File: src/rtl/mem_exc_unit.sv
// Memory-stage exception arbiter: prioritises per-instruction exception flags and
// the pending interrupt, drives CP0, flushes the pipeline and redirects fetch.
module mem_exc_unit #(
    parameter logic [31:0] EXC_VECTOR = 32'hBFC0_0380
) (
    input  logic        clk,
    input  logic        resetn,
    input  logic        m_valid,
    input  logic [31:0] m_pc,
    input  logic        m_is_branch,
    input  logic        m_if_adel,
    input  logic        m_ri,
    input  logic        m_ov,
    input  logic        m_syscall,
    input  logic        m_break,
    input  logic        m_eret,
    input  logic        m_ls_adel,
    input  logic        m_ls_ades,
    input  logic [31:0] m_ls_addr,
    input  logic        interrupt,
    input  logic [31:0] cp0_epc,
    input  logic        redirect_ready,
    output logic        exception,
    output logic [5:0]  m_excCode,
    output logic        isBadAddr,
    output logic [31:0] invalid_addr,
    output logic [31:0] excPC,
    output logic        inDelaySlot,
    output logic        ERET2pc,
    output logic        flush,
    output logic        m_commit,
    output logic        redirect_valid,
    output logic [31:0] redirect_pc
);

    typedef enum logic {
        IDLE  = 1'b0,
        REDIR = 1'b1
    } state_e;

    state_e      state_q, state_d;
    logic        prev_branch_q, prev_branch_d;
    logic        redirect_valid_q, redirect_valid_d;
    logic [31:0] redirect_pc_q, redirect_pc_d;
    logic        take;

    // NOTE: every output of this block gets a default first, so no path can infer a latch.
    always_comb begin
        exception    = 1'b0;
        m_excCode    = 6'h00;
        isBadAddr    = 1'b0;
        invalid_addr = 32'h0;
        excPC        = 32'h0;
        inDelaySlot  = 1'b0;
        take         = resetn && (state_q == IDLE) && m_valid;

        if (take) begin
            exception   = 1'b1;
            excPC       = m_pc;
            inDelaySlot = prev_branch_q;
            if (interrupt) begin
                m_excCode = 6'h00;
            end else if (m_if_adel) begin
                m_excCode    = 6'h04;
                isBadAddr    = 1'b1;
                invalid_addr = m_pc;
            end else if (m_ri) begin
                m_excCode = 6'h0A;
            end else if (m_ov) begin
                m_excCode = 6'h0C;
            end else if (m_syscall) begin
                m_excCode = 6'h08;
            end else if (m_break) begin
                m_excCode = 6'h09;
            end else if (m_ls_adel) begin
                m_excCode    = 6'h04;
                isBadAddr    = 1'b1;
                invalid_addr = m_ls_addr;
            end else if (m_ls_ades) begin
                m_excCode    = 6'h05;
                isBadAddr    = 1'b1;
                invalid_addr = m_ls_addr;
            end else begin
                exception = 1'b0;
            end
        end
    end

    // An exception always wins over a simultaneous ERET.
    assign ERET2pc        = take & m_eret & ~exception;
    assign flush          = exception | ERET2pc;
    assign m_commit       = take & ~flush;
    assign redirect_valid = redirect_valid_q;
    assign redirect_pc    = redirect_pc_q;

    always_comb begin
        state_d          = state_q;
        prev_branch_d    = prev_branch_q;
        redirect_valid_d = redirect_valid_q;
        redirect_pc_d    = redirect_pc_q;

        case (state_q)
            IDLE: begin
                if (flush) begin
                    state_d          = REDIR;
                    redirect_valid_d = 1'b1;
                    redirect_pc_d    = exception ? EXC_VECTOR : cp0_epc;
                    prev_branch_d    = 1'b0;
                end else if (m_commit) begin
                    prev_branch_d = m_is_branch;
                end
            end
            REDIR: begin
                if (redirect_ready) begin
                    state_d          = IDLE;
                    redirect_valid_d = 1'b0;
                end
            end
        endcase
    end

    // NOTE: state registers use non-blocking assignments so all of them update together on the edge.
    always_ff @(posedge clk or negedge resetn) begin
        if (!resetn) begin
            state_q          <= IDLE;
            prev_branch_q    <= 1'b0;
            redirect_valid_q <= 1'b0;
            redirect_pc_q    <= 32'h0;
        end else begin
            state_q          <= state_d;
            prev_branch_q    <= prev_branch_d;
            redirect_valid_q <= redirect_valid_d;
            redirect_pc_q    <= redirect_pc_d;
        end
    end

endmodule

File: config.mk
export PLATFORM = sky130hd
export DESIGN_NAME = mem_exc_unit
export DESIGN_NICKNAME = d
export VERILOG_FILES = /design/src/rtl/mem_exc_unit.sv
export SDC_FILE = /design/constraint.sdc
export NUM_CORES = 1
export LEC_CHECK = 0
export ABC_AREA = 0
export CORE_AREA = 2 2 86 88
export CTS_BUF_LIST = sky130_fd_sc_hd__clkbuf_8
export DETAILED_ROUTE_END_ITERATION = 10
export DIE_AREA = 0 0 88 90
export GPL_ROUTABILITY_DRIVEN = 0
export PLACE_DENSITY = 0.83
export SETUP_SLACK_MARGIN = 0.4
export SLEW_MARGIN = 10
export SYNTH_ARGS = -nofsm -noshare
export SYNTH_HDL_FRONTEND = slang
export SYNTH_SLANG_ARGS = --single-unit
File: constraint.sdc
create_clock -name clk -period 4.2 [get_ports clk]
set_input_delay 0.42 -clock clk [delete_from_list [all_inputs] [get_ports clk]]
set_output_delay 0.42 -clock clk [all_outputs]
set_load 0.01 [all_outputs]
Figure 1. Close-up of the layout (run 1).
Window x 12 to 32, y 12 to 32 um. Cells in grey, sequential cells in the stronger grey; small squares are vias.
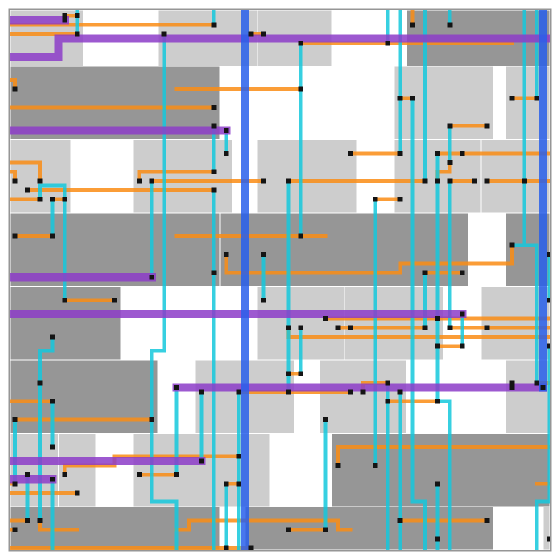
- met4: blue
- met2: cyan
- met3: purple
- met1: orange
- most frequent: clkdlybuf4s50_1 (8), dfrtp_1 (8), o22a_1 (3)
- cells with their middle in the window: 25
- sequential cells in the window: 8
- netlist names of flops here include: redirect_pc (8)

Figure 2. Ports around the boundary (run 1).
Pins as bars across the die edge, other pins in grey.
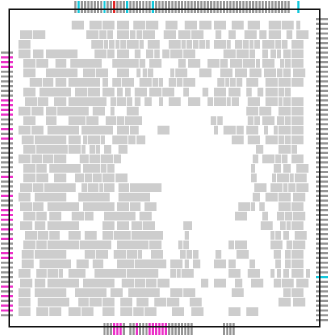
- redirect_pc: magenta (pins 32; direction output; edge 22 west, 10 south)
- m_if_adel: red (pins 1; direction input; edge north)
- m_excCode: cyan (pins 6; direction output; edge 5 north, 1 east)
- all pins by edge: 68 north, 64 east, 56 west, 31 south

==> PnR_summary.wiki, run 1 <==
== Metrics ==
{| class="wikitable"
! Metric !! Value
|-
| Number of global-route vias before repair || roughly 2,700
|-
| Inserted Diodes || 0
|-
| Library cell appearing most often on the critical path || clkdlybuf4s50_1
|-
| Site row count || 31
|-
| Clock Root Buffer || clkbuf_8
|-
| Post-synthesis cell count || between 200 and 300
|-
| List of cells traversed by the critical path || clkdlybuf4s50_1, inv_1, nand3_1, a21oi_1, clkdlybuf4s50_1
|-
| Worst hold margin || around 450 ps
|-
| Tally of filler cells in the layout || just under 600
|-
| Result of the run || complete, no violations
|-
| Core region area || ~7000 um2
|-
| Combinational group share of total power || 26.7%
|-
| Setup Buffers After CTS || 0
|-
| Cts-stage hold buffer count || 0
|-
| Category of the most critical setup path || in -> out
|-
| Number of DRC markers after the initial detailed-route iteration || slightly above 80
|-
| Yosys-reported design area after synthesis || 2160 um2
|-
| Unrepaired setup endpoints after global routing || no
|-
| Peak ir drop on the vdd network || between 200 and 250 uV
|-
| Max Freq || about 300 MHz
|-
| Sum of routed wire length over all layers || approximately 9000 um
|-
| Ys cells || roughly 260
|-
| Number of buffer and inverter stages on the critical path || 3
|-
| Antenna violations before repair || 0
|-
| Classification of the worst-slack hold path || reg -> reg
|-
| Number of warnings in the stage logs || 26
|-
| Grt ovf || 0
|-
| Placed wire-length estimate after detailed placement || 7000 um
|-
| Total die size || ~7900 um2
|-
| CTS tree || built
|-
| Setup-violating endpoint count in the final report || 0
|-
| Worst setup SP type || input pin
|-
| Worst Tran Pin Value || a little over 1000 ps
|-
| Floorplan Utilization || between 30% and 40%
|-
| Max-slew violations || 0
|-
| Fraction of power spent switching nets || about a quarter
|-
| Resized cells post-CTS || 0
|-
| Largest area contributor in the netlist || dfrtp_1
|-
| Total internal power || a little under 0.7 mW
|-
| Worst path max stage delay || between 800 and 900 ps
|-
| CTS Buf Count || 5
|-
| First-pass GRT wire length || around 14,000 um
|-
| Total chip power || a little over 0.9 mW
|-
| Type of destination of the critical path || output pin
|-
| Routed wire length per instance || 16.0 um
|-
| Met3 capacity usage during global routing || 8.72%
|-
| Pwr Density || around 200 nW/um2
|-
| All-layer global routing usage || a little over a fifth
|}
Figure 3. Metal layers overlaid (run 1).
Scale bar: 20 um.
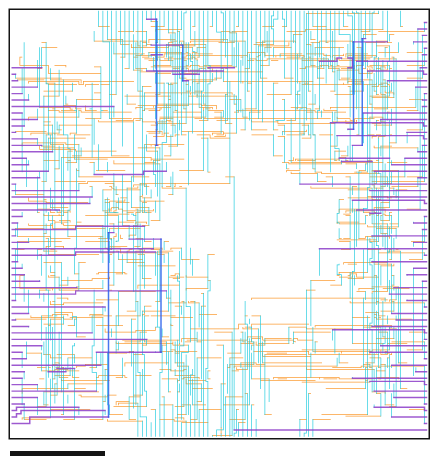
- met4: blue (wire length 137 um)
- met2: cyan (wire length 4,560 um)
- met3: purple (wire length 1,110 um)
- met1: orange (wire length 3,180 um)

Figure 4. Clock wires, drivers and flops (run 1).
Scale bar: 20 um.
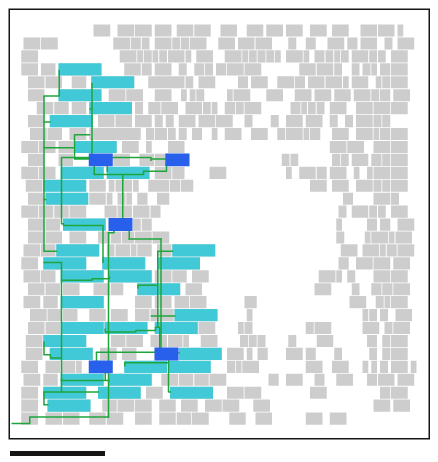
- clock wires: green (length 439 um)
- flip-flops: cyan (count 35)
- cells driving clock nets: blue (count 5)
- routed clock nets: 6

-- run 1: state kept, by name, summed over array words and instances (netlist names) --
name	flops
prev_branch_q	1
redirect_valid	1
state_q	1
redirect_pc	32
-- run 1: area by class of cell --
cell class | instances | area, um2 | share of cell area (%)
multi-input cells | 192 | 1120 | 25.2
repair buffers | 222 | 2210 | 49.4
inverters | 4 | 15.0 | 0.336
flip-flops and latches | 35 | 876 | 19.6
well taps | 99 | 124 | 2.77
clock inverters | 2 | 38.8 | 0.868
clock buffers | 6 | 82.6 | 1.85
-- run 1: power by group through the flow --
stage | logic, mW | registers (mW) | clock network (mW)
after floorplan | 0.0695 | 0.350 | 0
after global placement | 0.239 | 0.349 | 0
after detailed placement | 0.242 | 0.349 | 0
after CTS | 0.243 | 0.343 | 0.328
after global routing | 0.260 | 0.343 | 0.340
final | 0.241 | 0.343 | 0.321
-- run 1: kinds of logic after synthesis --
group,Yosys count,synth area share (%)
AOI/OAI and AO/OA,71,22.6
buffers and inverters,31,7.48
DFF,35,40.6
other,1,0.174
and+or+nand+nor,119,29.2
-- run 1: path summary, 6_finish.rpt --
kind,startpoint,endpoint,depth (start not counted)
min,state_q,redirect_valid,1
min reg2reg,state_q,redirect_valid,1
max reg2reg,state_q,redirect_pc[0],6
max in group asynchronous,resetn,prev_branch_q,2
max,m_if_adel,invalid_addr[3],5
min in group asynchronous,resetn,redirect_pc[21],2
-- run 1: routing by layer --
metal | up-vias | part of all wire (%)
met2 | 160 | 51
met5 | - | 0
li1 | 1300 | -
met4 | 0 | 1.5
met3 | 12 | 12
met1 | 1253 | 35
-- run 1: cells in the final DEF (no fill, tap or decap), types with 4 or more instances in the layout --
| cell type | count |
|---|---|
| a21oi_1 | 33 |
| a22o_1 | 20 |
| and2_1 | 34 |
| buf_4 | 6 |
| clkbuf_8 | 6 |
| clkdlybuf4s50_1 | 216 |
| dfrtp_1 | 35 |
| nand2_1 | 34 |
| nand3_1 | 33 |
| nor2_1 | 4 |
| nor3_1 | 5 |
| o22a_1 | 12 |
-- run 1: synthesized netlist by cell type --
cell       count
dfrtp_1       35
and2_1        34
nand2_1       34
a21oi_1       33
nand3_1       33
a22o_1        20
o22a_1        12
buf_2          9
clkbuf_1       9
buf_4          7
nor3_1         5
nor2_1         4
inv_1          2
inv_2          2
o21ai_0        2
a2bb2oi_1      1
and2b_1        1
and3_1         1
buf_1          1
buf_6          1
conb_1         1
nand2_2        1
nand2b_1       1
nand3_2        1
nor2b_1        1
nor3b_1        1
nor4_2         1
nor4_4         1
o21ai_2        1
o21bai_1       1
o31ai_1        1
-- run 1: through the flow --
stage | util, % | instance area [um2] | cells | setup slack, ps
floorplan | - | 2160 | 258 | 2290
global placement | 61.9 | 4350 | 552 | 892
detailed placement | 61.9 | 4350 | 552 | 885
CTS | 63.6 | 4470 | 560 | 845
global route | 63.6 | 4470 | 560 | 708
finish | 63.6 | 4470 | 560 | 917
==> inputs of run 2 (changes only) <==
--- a/config.mk
+++ b/config.mk
@@ -6,12 +6,11 @@
 export NUM_CORES = 1
 export LEC_CHECK = 0
 export ABC_AREA = 0
-export CORE_AREA = 2 2 86 88
+export CORE_UTILIZATION = 27
 export CTS_BUF_LIST = sky130_fd_sc_hd__clkbuf_8
 export DETAILED_ROUTE_END_ITERATION = 10
-export DIE_AREA = 0 0 88 90
 export GPL_ROUTABILITY_DRIVEN = 0
-export PLACE_DENSITY = 0.83
+export PLACE_DENSITY = 0.77
 export SETUP_SLACK_MARGIN = 0.4
 export SLEW_MARGIN = 10
 export SYNTH_ARGS = -nofsm -noshare
==> constraint.sdc (replaced) <==
create_clock -name clk -period 2.9 [get_ports clk]
set_input_delay 0.29 -clock clk [delete_from_list [all_inputs] [get_ports clk]]
set_output_delay 0.29 -clock clk [all_outputs]
set_load 0.01 [all_outputs]
==> run 2 against run 1 <==
Compared with the run above:
- die size rose by 5.5%
- power rose by 35%
- worst setup slack got worse by 420 ps
- critical path depth is 2 higher
- via count increased by 0.22%
- area after synthesis did not move
- clock-buffer cell count unchanged
- flip-flop count stayed put
- sequential power is 45% higher
- clock skew up 8.7 ps
- routed wire length increased by 3.5%
==> PnR_summary.wiki, run 2 <==
== Metrics ==
{| class="wikitable"
! Metric !! Value
|-
| Result of the run || complete, no violations
|-
| Max-slew violations || 0 (unchanged)
|-
| Routed wire length per instance || 16.3 um (+1.5%)
|-
| Dominant non-sequential cell family after synthesis || simple AND/OR/NAND/NOR gates
|-
| Proportion of register bits with asynchronous set or reset after synthesis || 100% (unchanged)
|-
| Top cells by instance count after synthesis || dfrtp_1 (35), and2_1 (34), nand2_1 (34), a21oi_1 (33), nand3_1 (33)
|-
| Worst setup SP type || input pin
|-
| Grt ovf || 0 (unchanged)
|-
| Worst reg-to-reg path cell count || 7 (+1)
|-
| Fin worst setup slack || 496 ps (-421 ps)
|-
| Number of flip-flops in the largest register || 32 (unchanged)
|-
| Cell count after placement || 560 (+1.4%)
|-
| Type of destination of the critical path || output pin
|-
| Peak ir drop on the vdd network || 210 uV (-12%)
|-
| Pwr Density || 265 nW/um2 (+31%)
|-
| Unrepaired setup endpoints after global routing || no
|-
| CTS tree || built
|-
| CTS Buf Count || 5 (unchanged)
|-
| Classification of the worst-slack hold path || in -> async
|-
| Floorplan Utilization || 27.9% (-2.8 points)
|-
| Cts-stage hold buffer count || 0 (unchanged)
|-
| Post-synth EDFFs || 0 (unchanged)
|-
| Ys cells || 257 (unchanged)
|-
| Post-synthesis share of cell area spent on and, or, nand and nor gates || 29.2% (unchanged)
|-
| Fraction of power spent switching nets || 25.9% (+1.3 points)
|-
| Max Freq || about 420 MHz
|-
| Post-synthesis cell count || 257 (unchanged)
|-
| Number of global-route vias before repair || 2,790 (+3.3%)
|-
| Number of DRC markers after the initial detailed-route iteration || 117 (+44%)
|-
| Total die size || 8350 um2 (+5.5%)
|-
| Post-Synth AOI/OAI Area || 22.6% (unchanged)
|-
| Site row count || 32 (+3.2%)
|-
| Multiplexer area fraction after synthesis || 0% (unchanged)
|-
| Inserted Diodes || 0 (unchanged)
|-
| Number of warnings in the stage logs || 27 (+3.8%)
|-
| Termination of the worst setup path || ERET2pc
|-
| Post-synth top flop || dfrtp_1
|-
| Parity-gate share of the synthesized area counting xor and xnor cells || 0% (unchanged)
|-
| Core region area || 7730 um2 (+10%)
|-
| Placed wire-length estimate after detailed placement || 7080 um (+1.1%)
|}
-- run 2: cell types whose count changed in the layout (fill, tap and decap cells not counted), sizes merged, moves of 7 or more --
cell           delta
clkdlybuf4s50    -35
dlymetal6s2s     +27
dlygate4sd2       +7
buf               +8
-- run 2: layout make-up --
| cell class | count | area [um2] |
|---|---|---|
| Fill cell | 682 | 3130 |
| Timing Repair Buffer | 230 | 2350 |
| Multi-Input combinational cell | 192 | 1130 |
| Sequential cell | 35 | 876 |
| Tap cell | 102 | 128 |
| Clock buffer | 6 | 82.6 |
| Inverter | 4 | 17.5 |
| Clock inverter | 2 | 16.3 |
-- run 2: logic make-up (layout without fill, tap and decap cells) --
group                  count (synthesis)  after routing
buffers and inverters                 31            242
other                                  1              2
AND-OR/OR-AND                         71             71
flip-flops                            35             35
AND/OR/NAND/NOR                      119            119
-- run 2: critical path: stages --
cell	delay, ps
clkdlybuf4s50_1	480
nor4_4	300
buf_4	170
and2_1	160
nand3_2	100
inv_2	70
clkdlybuf4s50_1	550
-- run 2: worst min path at each step --
stage,startpoint,to,cells past startpoint
global route,resetn,redirect_pc[31],2
floorplan,resetn,prev_branch_q,0
finish,resetn,prev_branch_q,2
global placement,resetn,prev_branch_q,2
CTS,resetn,redirect_pc[26],2
detailed placement,resetn,prev_branch_q,2
-- run 2: timing repair --
item	CTS	global route
hold endpoints to repair	0	0
pin swaps	1	0
gates cloned	0	1
gates resized	7	31
setup buffers	1	1
setup endpoints to repair	33	32
-- run 2: metrics by stage --
stage               hold slack, ps  utilization [%]  power [mW]  instance area (um2)
floorplan                    -5.59                -       0.608                 2160
detailed placement             369             56.9       0.859                 4400
global placement               358             56.9       0.853                 4400
CTS                           62.8             58.1        1.23                 4490
global route                  86.2             59.6        1.29                 4600
finish                        58.3             59.6        1.22                 4600
-- run 2: power by group through the flow --
stage	clock (mW)	combinational, mW	sequential, mW
2_1_floorplan	0	0.101	0.507
3_3_place_gp	0	0.348	0.505
3_5_place_dp	0	0.354	0.506
4_1_cts	0.380	0.354	0.496
5_1_grt	0.411	0.383	0.496
6_report	0.368	0.355	0.496
-- run 2: layer usage --
metal	track usage (%)	share of wire, %	vias to the layer above
met5	0	0	-
met4	5.69	1.8	0
met3	5.36	6.6	11
met2	38.5	52	116
met1	25.7	40	1290
li1	-	-	1314
Figure 5. Clock nets (run 2).
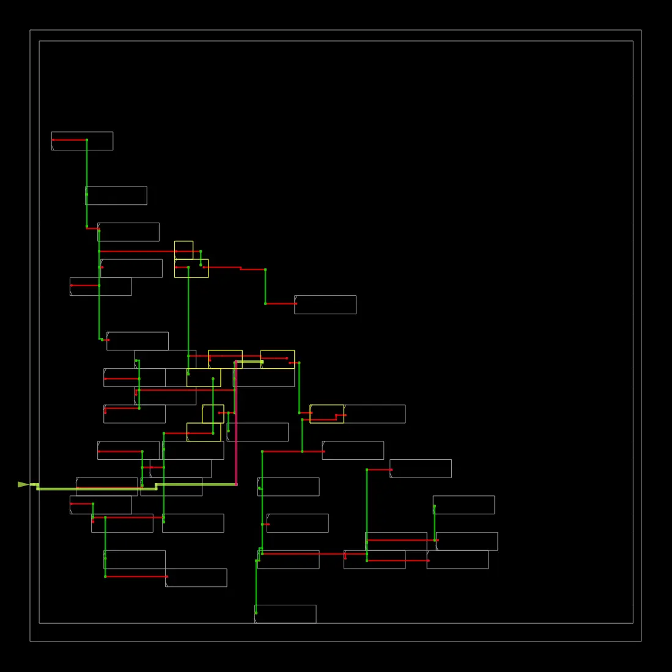
worst-case clock skew: 11.7 ps
Clock buffer cells: 6
clock network power: 0.368 mW
clk sink count: 35

Figure 6. Close-up of the layout (run 2).
Window x 13 to 33, y 13 to 33 um. Cells in grey, sequential cells in the stronger grey; small squares are vias.
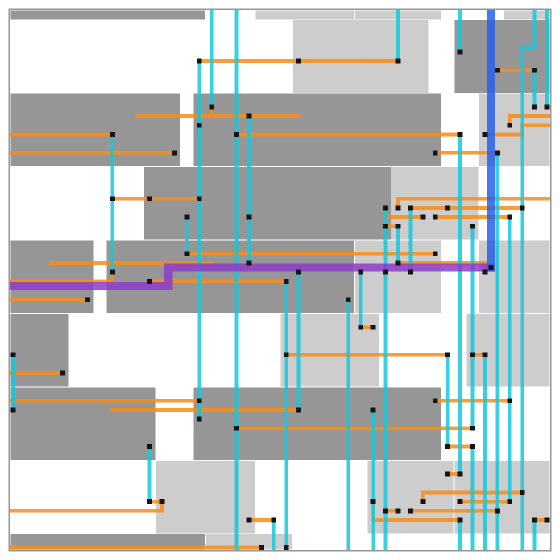

Figure 7. Ports around the boundary (run 2).
Pins as bars across the die edge, other pins in grey.
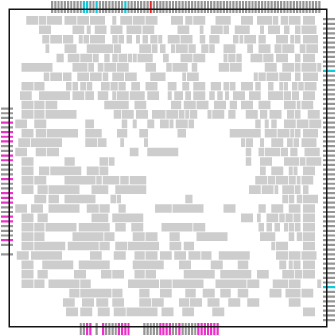
- m_excCode: cyan (pins 6; direction output; edge 4 north, 2 east)
- redirect_pc: magenta (pins 32; direction output; edge 19 south, 13 west)
- m_if_adel: red (pins 1; direction input; edge north)
- all pins by edge: 85 north, 65 east, 38 south, 31 west

Power and IR drop assume default switching activity.
